## src/rtl/clock_set_ctl.sv

```systemverilog
// Time-set mode controller: RUN / SET_HR / SET_MIN sequencing, inc edge and
// auto-repeat pulse generation, seconds freeze, and blink mask for the edited field.
module clock_set_ctl #(
    parameter int HOLD_CYC    = 50_000_000,
    parameter int REPEAT_CYC  = 10_000_000,
    parameter int BLINK_CYC   = 25_000_000,
    parameter int TIMEOUT_CYC = 1_000_000_000
) (
    input  logic       clk,
    input  logic       rst,
    input  logic       mode_pulse,
    input  logic       inc_level,
    output logic       adv_hr,
    output logic       adv_min,
    output logic       run_en,
    output logic [7:0] blink_mask,
    output logic [1:0] mode_state
);

    localparam logic [1:0] ST_RUN = 2'b00;
    localparam logic [1:0] ST_HR  = 2'b01;
    localparam logic [1:0] ST_MIN = 2'b10;

    localparam int HW = $clog2(((HOLD_CYC > REPEAT_CYC) ? HOLD_CYC : REPEAT_CYC) + 1);
    localparam int TW = $clog2(TIMEOUT_CYC + 1);
    localparam int BW = $clog2(BLINK_CYC + 1);

    localparam logic [HW-1:0] HOLD_LAST  = HW'(HOLD_CYC - 1);
    localparam logic [HW-1:0] REP_LAST   = HW'(REPEAT_CYC - 1);
    localparam logic [TW-1:0] TO_LAST    = TW'(TIMEOUT_CYC - 1);
    localparam logic [BW-1:0] BLINK_LAST = BW'(BLINK_CYC - 1);

    logic [1:0]    state;
    logic          inc_q;
    logic [HW-1:0] hold_cnt;
    logic          repeating;
    logic          inhibit;
    logic [TW-1:0] to_cnt;
    logic [BW-1:0] blink_cnt;
    logic          phase;

    logic          set_st, inc_rise, rep_tick, rep_fire, step_evt;
    logic          activity, fire, timeout, changed;
    logic [1:0]    state_next;
    logic [BW-1:0] blink_cnt_next;
    logic          phase_next;
    logic [7:0]    mask_next;

    always_comb begin
        set_st   = (state == ST_HR) || (state == ST_MIN);
        inc_rise = inc_level & ~inc_q;
        // First tick after HOLD_CYC held cycles, then every REPEAT_CYC.
        rep_tick = inc_level & inc_q &
                   (repeating ? (hold_cnt == REP_LAST) : (hold_cnt == HOLD_LAST));
        rep_fire = rep_tick & ~inhibit & set_st;
        step_evt = set_st & (inc_rise | rep_fire);
        activity = mode_pulse | step_evt;
        fire     = step_evt & ~mode_pulse;
        timeout  = set_st & ~activity & (to_cnt == TO_LAST);

        state_next = ST_RUN;
        case (state)
            ST_RUN:  state_next = mode_pulse ? ST_HR : ST_RUN;
            ST_HR:   state_next = mode_pulse ? ST_MIN : (timeout ? ST_RUN : ST_HR);
            ST_MIN:  state_next = ST_RUN;
            default: state_next = ST_RUN;
        endcase
        if (state == ST_MIN && !mode_pulse && !timeout) state_next = ST_MIN;
        changed = (state_next != state);

        // Entering a state or stepping a value restarts blink with digits visible.
        blink_cnt_next = blink_cnt;
        phase_next     = phase;
        if (changed || fire) begin
            blink_cnt_next = '0;
            phase_next     = 1'b0;
        end else if (blink_cnt == BLINK_LAST) begin
            blink_cnt_next = '0;
            phase_next     = ~phase;
        end else if (blink_cnt != {BW{1'b1}}) begin
            blink_cnt_next = blink_cnt + BW'(1);
        end

        mask_next = 8'h00;
        if (phase_next) begin
            if (state_next == ST_HR)       mask_next = 8'b1100_0000;
            else if (state_next == ST_MIN) mask_next = 8'b0011_0000;
        end
    end

    always_ff @(posedge clk) begin
        if (rst) begin
            state      <= ST_RUN;
            inc_q      <= 1'b0;
            hold_cnt   <= '0;
            repeating  <= 1'b0;
            inhibit    <= 1'b0;
            to_cnt     <= '0;
            blink_cnt  <= '0;
            phase      <= 1'b0;
            adv_hr     <= 1'b0;
            adv_min    <= 1'b0;
            run_en     <= 1'b1;
            blink_mask <= 8'h00;
        end else begin
            state     <= state_next;
            inc_q     <= inc_level;
            blink_cnt <= blink_cnt_next;
            phase     <= phase_next;

            if (inc_rise || !inc_level || rep_tick) begin
                hold_cnt  <= '0;
                repeating <= inc_level & ~inc_rise;
            end else if (hold_cnt != {HW{1'b1}}) begin
                hold_cnt <= hold_cnt + HW'(1);
            end

            // A mode change blocks repeats from a button already held down.
            if (changed)         inhibit <= 1'b1;
            else if (!inc_level) inhibit <= 1'b0;

            if (changed || activity || !set_st) to_cnt <= '0;
            else if (to_cnt != {TW{1'b1}})      to_cnt <= to_cnt + TW'(1);

            adv_hr     <= fire & (state == ST_HR);
            adv_min    <= fire & (state == ST_MIN);
            run_en     <= (state_next == ST_RUN);
            blink_mask <= mask_next;
        end
    end

    assign mode_state = state;

endmodule

```

## config.mk

```make
export PLATFORM = sky130hd
export DESIGN_NAME = clock_set_ctl
export DESIGN_NICKNAME = d
export VERILOG_FILES = /design/src/rtl/clock_set_ctl.sv
export SDC_FILE = /design/constraint.sdc
export NUM_CORES = 1
export LEC_CHECK = 0
export CORE_MARGIN = 4
export CORE_UTILIZATION = 30
export CTS_BUF_LIST = sky130_fd_sc_hd__clkbuf_4 sky130_fd_sc_hd__clkbuf_8
export DETAILED_ROUTE_END_ITERATION = 16
export PLACE_DENSITY = 0.49
export SYNTH_ARGS = -nofsm -noshare
export SYNTH_HDL_FRONTEND = slang
export SYNTH_SLANG_ARGS = --single-unit
```

## constraint.sdc

```tcl
create_clock -name clk -period 3.3 [get_ports clk]
set_input_delay 0.495 -clock clk [delete_from_list [all_inputs] [get_ports clk]]
set_output_delay 0.495 -clock clk [all_outputs]
set_load 0.05 [all_outputs]
```

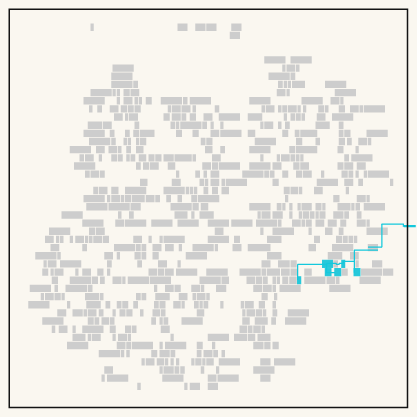
(run_1/port_trees.png)
Drawn at 3 px/µm.
- cyan: `inc_level` (bits 1; direction input; end cells 6; buffers 1; wire 67.4 µm)
IO Pins: 17
PortBufs: 12

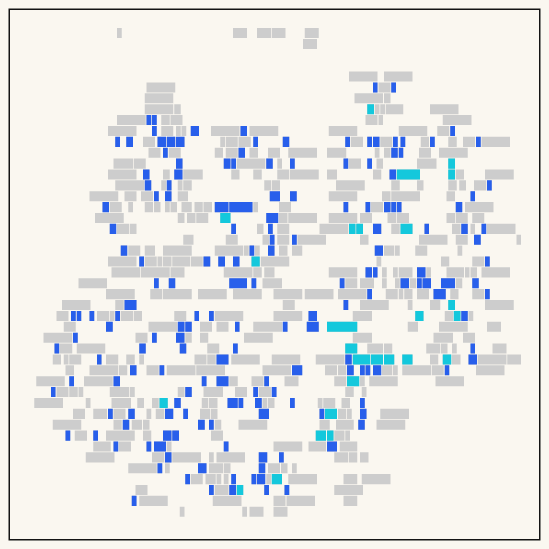
(run_1/gates.png)
Drawn at 4 px/µm.
- blue: nor cells (cells 175)
- cyan: aoi and oai cells (cells 26)
Commonest Layout Cell: dfxtp_1
combinational share of cell area: 51.50%

==> results.sh, run 1 <==
# implementation run metrics
export IMPL_crit_path_max_fanout=12
export IMPL_gr_max_usage_layer="met2"
export IMPL_drive_gt1_share_pct=5.810
export IMPL_syn_area_um2=4631
export IMPL_clkPwrFrac_pct=36.9
export IMPL_root_buffer="clkbuf_8"
export IMPL_logic_gates=432
export IMPL_r2r_end="blink_cnt[6]$_SDFFE_PP0P_"
export IMPL_antenna_found_initial=0
export IMPL_postSynthCellCount=554
export IMPL_layout_area_comb_um2=2638
export IMPL_reg2regPathDepth=9
export IMPL_power_density_nw_per_um2=382.0
export IMPL_yosysMostFrequentCell="dfxtp_1"
export IMPL_placed_cell_area_um2=4933
export IMPL_cts_tree="done"
export IMPL_status="finished, final reports clean"
export IMPL_synthArstFlopShare_pct=0
export IMPL_initial_utilization_pct=30.57
export IMPL_vias=3880
export IMPL_viasPerCell=5.132
export IMPL_ys_ff=92
export IMPL_dr_max_layer_used="met4"
export IMPL_pwr_share_seq_pct=57.7
export IMPL_post_cts_resized=0
export IMPL_xor_area_share_pct=13.24
export IMPL_relSlewSlack_pct=45.38
export IMPL_final_period_utilization_pct=80.74
export IMPL_slew_viol_final=0
export IMPL_timing_rr_start="mode_state[1]$_SDFF_PP0_"
export IMPL_ys_flop_type="dfxtp_1"
export IMPL_non_clock_buffer_count=19
export IMPL_min_path_type="flop to flop"
export IMPL_fmax_ghz=0.3753
export IMPL_p_sw_mw=0.4701
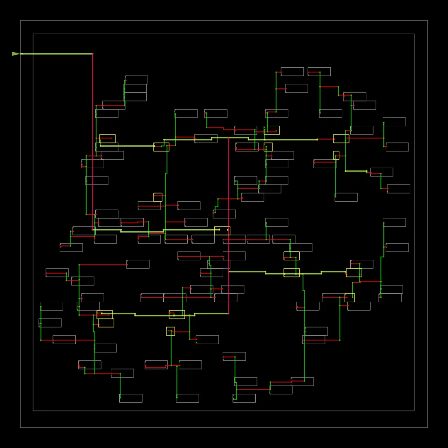
(run_1/clock_nets.png)
clk sinks: 92
clock skew: 0.01137 ns
flip-flop and latch count: 92
Clk Latency, worst-skew pair: 0.37 ns
clock group power: 0.722 mW

[run 1: logic make-up after synthesis]
family / Yosys count
other cells: 1
xor+xnor: 70
mux: 5
fa+ha+maj: 6
buf+inv: 33
compound gates: 32
flops: 92
simple gates: 315
[run 1: power by group through the flow]
| stage | Combinational, mW | Sequential (mW) | Clock, mW |
|---|---|---|---|
| 2_1_floorplan | 0.0749 | 1.16 | 0 |
| 3_3_place_gp | 0.106 | 1.15 | 0 |
| 3_5_place_dp | 0.107 | 1.15 | 0 |
| 4_1_cts | 0.107 | 1.13 | 0.766 |
| 5_1_grt | 0.118 | 1.13 | 0.815 |
| 6_report | 0.106 | 1.13 | 0.722 |
[run 1: worst max-delay path by stage]
stage,slack [ns],startpoint,cells after the start,end
final,0.64,mode_state[1]$_SDFF_PP0_,9,blink_cnt[6]$_SDFFE_PP0P_
after global routing,0.40,mode_state[1]$_SDFF_PP0_,9,blink_cnt[13]$_SDFFE_PP0P_
after floorplan,0.69,mode_state[1]$_SDFF_PP0_,9,blink_cnt[11]$_SDFFE_PP0P_
after detailed placement,0.34,mode_pulse,8,blink_cnt[13]$_SDFFE_PP0P_
after CTS,0.64,to_cnt[0]$_SDFFE_PP0P_,8,blink_cnt[13]$_SDFFE_PP0P_
after global placement,0.42,mode_pulse,8,blink_cnt[12]$_SDFFE_PP0P_
[run 1: worst max-delay path, stage by stage (launching register included)]
cell and delay (ns):
dfxtp_1 0.45, inv_1 0.15, ha_1 0.30, nand2b_1 0.11, or4_1 0.41, a211oi_1 0.30, nor3_1 0.13, a22oi_4 0.38
buf_4 0.25, nor3_1 0.07
[run 1: per-stage QoR]
stage	utilization (%)	setup WS [ns]
global route	33.81	0.4028
CTS	33.81	0.6417
detailed placement	32.57	0.3361
floorplan	-	0.6880
global placement	32.57	0.4151
finish	33.81	0.6356
==> run_1/ff_map.png <==
Drawn at 3 px/µm.
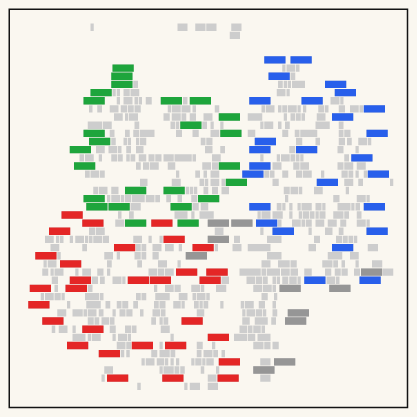

==> inputs of run 2 (changes only) <==
--- a/config.mk
+++ b/config.mk
@@ -9,7 +9,7 @@
 export CORE_UTILIZATION = 30
 export CTS_BUF_LIST = sky130_fd_sc_hd__clkbuf_4 sky130_fd_sc_hd__clkbuf_8
 export DETAILED_ROUTE_END_ITERATION = 16
-export PLACE_DENSITY = 0.49
+export PLACE_DENSITY = 0.51
 export SYNTH_ARGS = -nofsm -noshare
 export SYNTH_HDL_FRONTEND = slang
 export SYNTH_SLANG_ARGS = --single-unit
==> constraint.sdc (replaced) <==
create_clock -name clk -period 2.2 [get_ports clk]
set_input_delay 0.33 -clock clk [delete_from_list [all_inputs] [get_ports clk]]
set_output_delay 0.33 -clock clk [all_outputs]
set_load 0.05 [all_outputs]
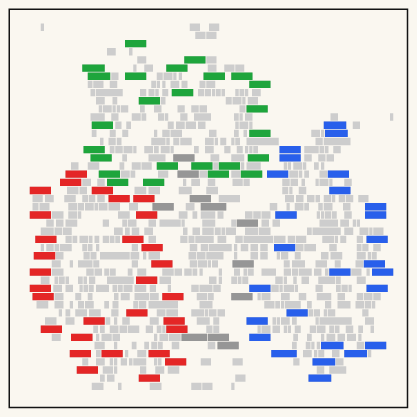
(run_2/ff_map.png)
Drawn at 3 px/µm.
- blue: `hold_cnt` (placed flops 26)
- red: `to_cnt` (placed flops 30)
- green: `blink_cnt` (placed flops 25)
- not coloured: 11
flop share of the area: 29.14%
utilization after layout: 42.21%
sequential power: 1.69 mW

==> results.sh, run 2 <==
# implementation run metrics
export IMPL_status="finished with violations"
export IMPL_slew_viol_final=0
export IMPL_critPathBufInv=3
export IMPL_crit_family="AND-OR/OR-AND gates"
export IMPL_finalSetupViolCount=5
export IMPL_power_density_nw_per_um2=493.5
export IMPL_clkPwrFrac_pct=39.3
export IMPL_pwr_share_seq_pct=53.5
export IMPL_ys_ff=92
export IMPL_worst_path_stages=9
export IMPL_power_leader="sequential cells"
export IMPL_cts_tree="done"
export IMPL_p_comb_mw=0.227
export IMPL_drive_gt1_share_pct=30.23
export IMPL_min_path_type="flop to flop"
export IMPL_cpMostUsedCell="buf_6"
export IMPL_postSynthCellCount=554
export IMPL_slowest_delay_ns=0.41
export IMPL_r2r_end="to_cnt[24]$_SDFFE_PP0P_"
export IMPL_violations="setup timing"
export IMPL_io_pins=17
export IMPL_ys_flop_type="dfxtp_1"
export IMPL_initial_utilization_pct=30.57
export IMPL_xor_area_share_pct=13.24
export IMPL_viasPerCell=5.043
export IMPL_clock_sinks=92
export IMPL_reg2regPathDepth=9
export IMPL_placed_cell_area_um2=5652
export IMPL_vias=4302
export IMPL_layout_setup_ws_ns=-0.01314
==> run 2: cell types whose count changed in the layout (fill, tap and decap cells not counted), sizes merged <==
cell | before | now
clkinv | 2 | 4
buf | 7 | 103
bufinv | 0 | 2
clkbuf | 13 | 10
==> run 2: stage by stage <==
step           std cells  util [%]
2_1_floorplan        557         -
3_3_place_gp         825     37.32
3_5_place_dp         825     37.32
4_1_cts              849     40.10
5_1_grt              853     42.21
6_report             853     42.21
==> run 2: routing by layer <==
metal	track usage [%]	part of all wire, %	vias to the layer above
li1	-	-	2173
met1	17.11	44	2057
met2	23.60	51	55
met3	3.092	2.9	17
met4	4.792	1.7	0
met5	0	0	-
==> run 2: worst reg2reg max path: cells and delay by family, from the launching register on <==
family | cells | cell delay [ns]
AND/OR/NAND/NOR | 2 | 0.51
flip-flops | 1 | 0.32
AND-OR/OR-AND | 4 | 0.84
buffers and inverters | 3 | 0.47
==> run 2: how the worst max path moves through the flow <==
stage	slack [ns]	endpoint
finish	-0.01	to_cnt[24]$_SDFFE_PP0P_
global route	-0.14	blink_mask[4]$_SDFF_PP0_
CTS	-0.01	blink_cnt[0]$_SDFFE_PP0P_
detailed placement	-0.35	blink_mask[6]$_SDFF_PP0_
global placement	-0.33	to_cnt[28]$_SDFFE_PP0P_
floorplan	-0.04	blink_cnt[11]$_SDFFE_PP0P_
==> run 2: cell type report <==
type | count | area [µm²]
fill | 1499 | 8752
multi-input combinational | 432 | 3042
sequential | 92 | 1863
timing repair buffer | 116 | 1002
tap | 188 | 235.2
clock buffer | 9 | 123.9
clock inverter | 7 | 91.34
inverter | 9 | 36.28
==> run 2: timing repair <==
action,CTS,global route
cloned,3,1
endpoints found under the hold margin,0,0
setup endpoints to repair,80,74
pin swaps,11,34
buffers inserted,5,3
resized,28,68
==> run_2/gates.png <==
Drawn at 4 px/µm.
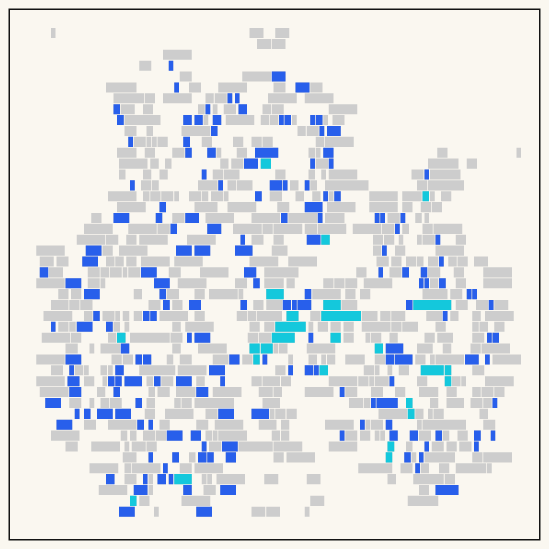

==> inputs of run 3 (changes only) <==
--- a/config.mk
+++ b/config.mk
@@ -9,6 +9,7 @@
 export CORE_UTILIZATION = 30
 export CTS_BUF_LIST = sky130_fd_sc_hd__clkbuf_4 sky130_fd_sc_hd__clkbuf_8
 export DETAILED_ROUTE_END_ITERATION = 16
+export HOLD_SLACK_MARGIN = 0.05
 export PLACE_DENSITY = 0.51
 export SYNTH_ARGS = -nofsm -noshare
 export SYNTH_HDL_FRONTEND = slang
==> constraint.sdc (replaced) <==
create_clock -name clk -period 2.2 [get_ports clk]
set_input_delay 0.44 -clock clk [delete_from_list [all_inputs] [get_ports clk]]
set_output_delay 0.44 -clock clk [all_outputs]
set_load 0.05 [all_outputs]
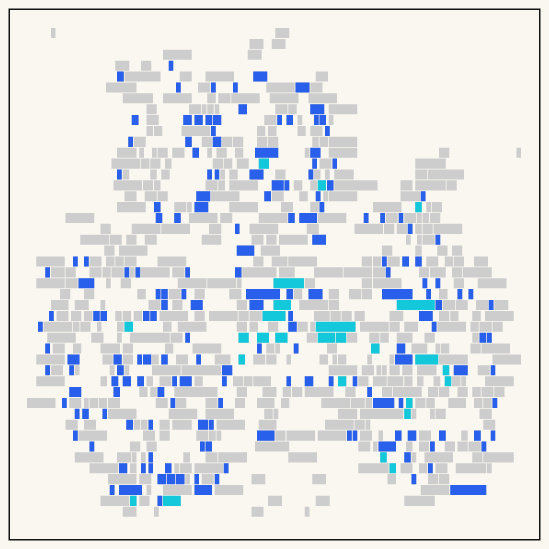
(run_3/gates.png)
Drawn at 4 px/µm.
post-route insts no fill: 850
Commonest Layout Cell: buf_4
combinational share of cell area: 46.47%

==> results.sh, run 3 <==
# implementation run metrics
export IMPL_dr_wl_met2_um=5880
export IMPL_use_met3_pct=3.015
export IMPL_post_cts_resized=29
export IMPL_gr_max_usage_layer="met2"
export IMPL_viasPerCell=4.995
export IMPL_placedCellCount=825
export IMPL_use_met1_pct=16.48
export IMPL_numCtsBuffers=9
export IMPL_slew_viol_final=0
export IMPL_relSlewSlack_pct=65.06
export IMPL_placed_cell_area_um2=5652
export IMPL_reg2regPathDepth=10
export IMPL_final_util_pct=40.99
export IMPL_synthArstFlopShare_pct=0
export IMPL_use_met2_pct=24.03
export IMPL_ys_flop_type="dfxtp_1"
export IMPL_violations="setup timing"
export IMPL_r2r_end="to_cnt[24]$_SDFFE_PP0P_"
export IMPL_hold_depth=2
export IMPL_root_buffer="clkbuf_8"
export IMPL_vias=4246
export IMPL_preCtsSetupSlack_ns=-0.4486
export IMPL_post_cts_repair_setup_buffers=3
export IMPL_layout_setup_ws_ns=-0.05494
export IMPL_dr_max_layer_used="met4"
export IMPL_syn_area_per_cell_um2=8.359
export IMPL_skew_ns=0.01343
export IMPL_finalSetupViolCount=50
export IMPL_postSynthCellCount=554
export IMPL_drive_gt1_share_pct=25.98
export IMPL_ys_cells=554
export IMPL_min_path_type="flop to flop"
export IMPL_dr_wl_met3_um=307
export IMPL_ys_ff=92
export IMPL_status="finished with violations"
export IMPL_power_density_nw_per_um2=528.1
export IMPL_initial_utilization_pct=30.57
export IMPL_wl_met1_um=5400
export IMPL_io_pins=17
export IMPL_cts_tree="done"
-- run 3: where the power goes --
part           switching (mW)  internal, mW  leakage [nW]  total, mW
combinational           0.126        0.0879          1.19      0.214
clock                   0.622         0.753         0.123       1.37
sequential             0.0136          1.68         0.747       1.69
total                   0.762          2.52          2.06       3.28
-- run 3: cell families (layout without fill, tap and decap cells) --
kind of cell	count (synthesis)	after routing	synth area share, %
compound gates	32	32	5.377
xor+xnor	70	70	13.24
fa+ha+maj	6	6	1.621
buf+inv	33	138	3.620
flops	92	92	39.77
mux	5	5	1.081
other cells	1	4	0.08098
simple gates	315	315	35.21
-- run 3: worst max-delay path: stages (launching register included) --
cell,delay (ns)
dfxtp_2,0.36
ha_4,0.13
nand4_1,0.12
or2_4,0.28
a2111o_1,0.39
buf_6,0.14
a21oi_4,0.20
a22oi_2,0.11
buf_6,0.16
buf_12,0.15
a211oi_2,0.12
-- run 3: layout make-up --
class                      count  area [µm²]
fill                        1506        8937
multi-input combinational    432        2885
clock buffer                   9       123.9
sequential                    92        1859
timing repair buffer         113       954.7
clock inverter                 7       113.9
inverter                       9       36.28
tap                          188       235.2
-- run 3: worst max-delay path by stage --
stage	start	endpoint	slack (ns)	cells past startpoint
after detailed placement	mode_pulse	blink_mask[6]$_SDFF_PP0_	-0.45	8
after CTS	hold_cnt[12]$_SDFFE_PP0P_	to_cnt[24]$_SDFFE_PP0P_	-0.03	10
after global placement	inc_level	to_cnt[28]$_SDFFE_PP0P_	-0.44	10
after floorplan	mode_state[0]$_SDFF_PP0_	blink_cnt[11]$_SDFFE_PP0P_	-0.04	9
final	hold_cnt[1]$_SDFFE_PP0P_	to_cnt[24]$_SDFFE_PP0P_	-0.05	10
after global routing	hold_cnt[1]$_SDFFE_PP0P_	blink_mask[6]$_SDFF_PP0_	-0.19	9

==> notes/layouts.md <==
Pictures saved along the way, in no particular order.

Placement density heat map.
Drawn at 2 px/µm. The die is cut into 13 by 13 equal tiles; dark purple is low, yellow is high, 0 to 100% covered.
(a)
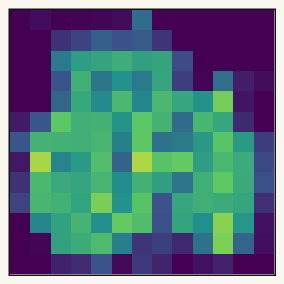
(b)
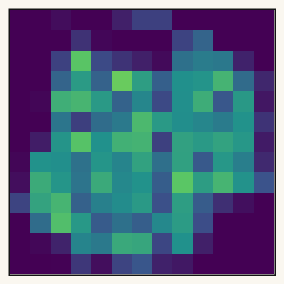
(a) comes from run 2.
(b) comes from run 1.
The one with the highest utilization is (a).

No activity file was given, so power comes from the tool's default toggle rates.
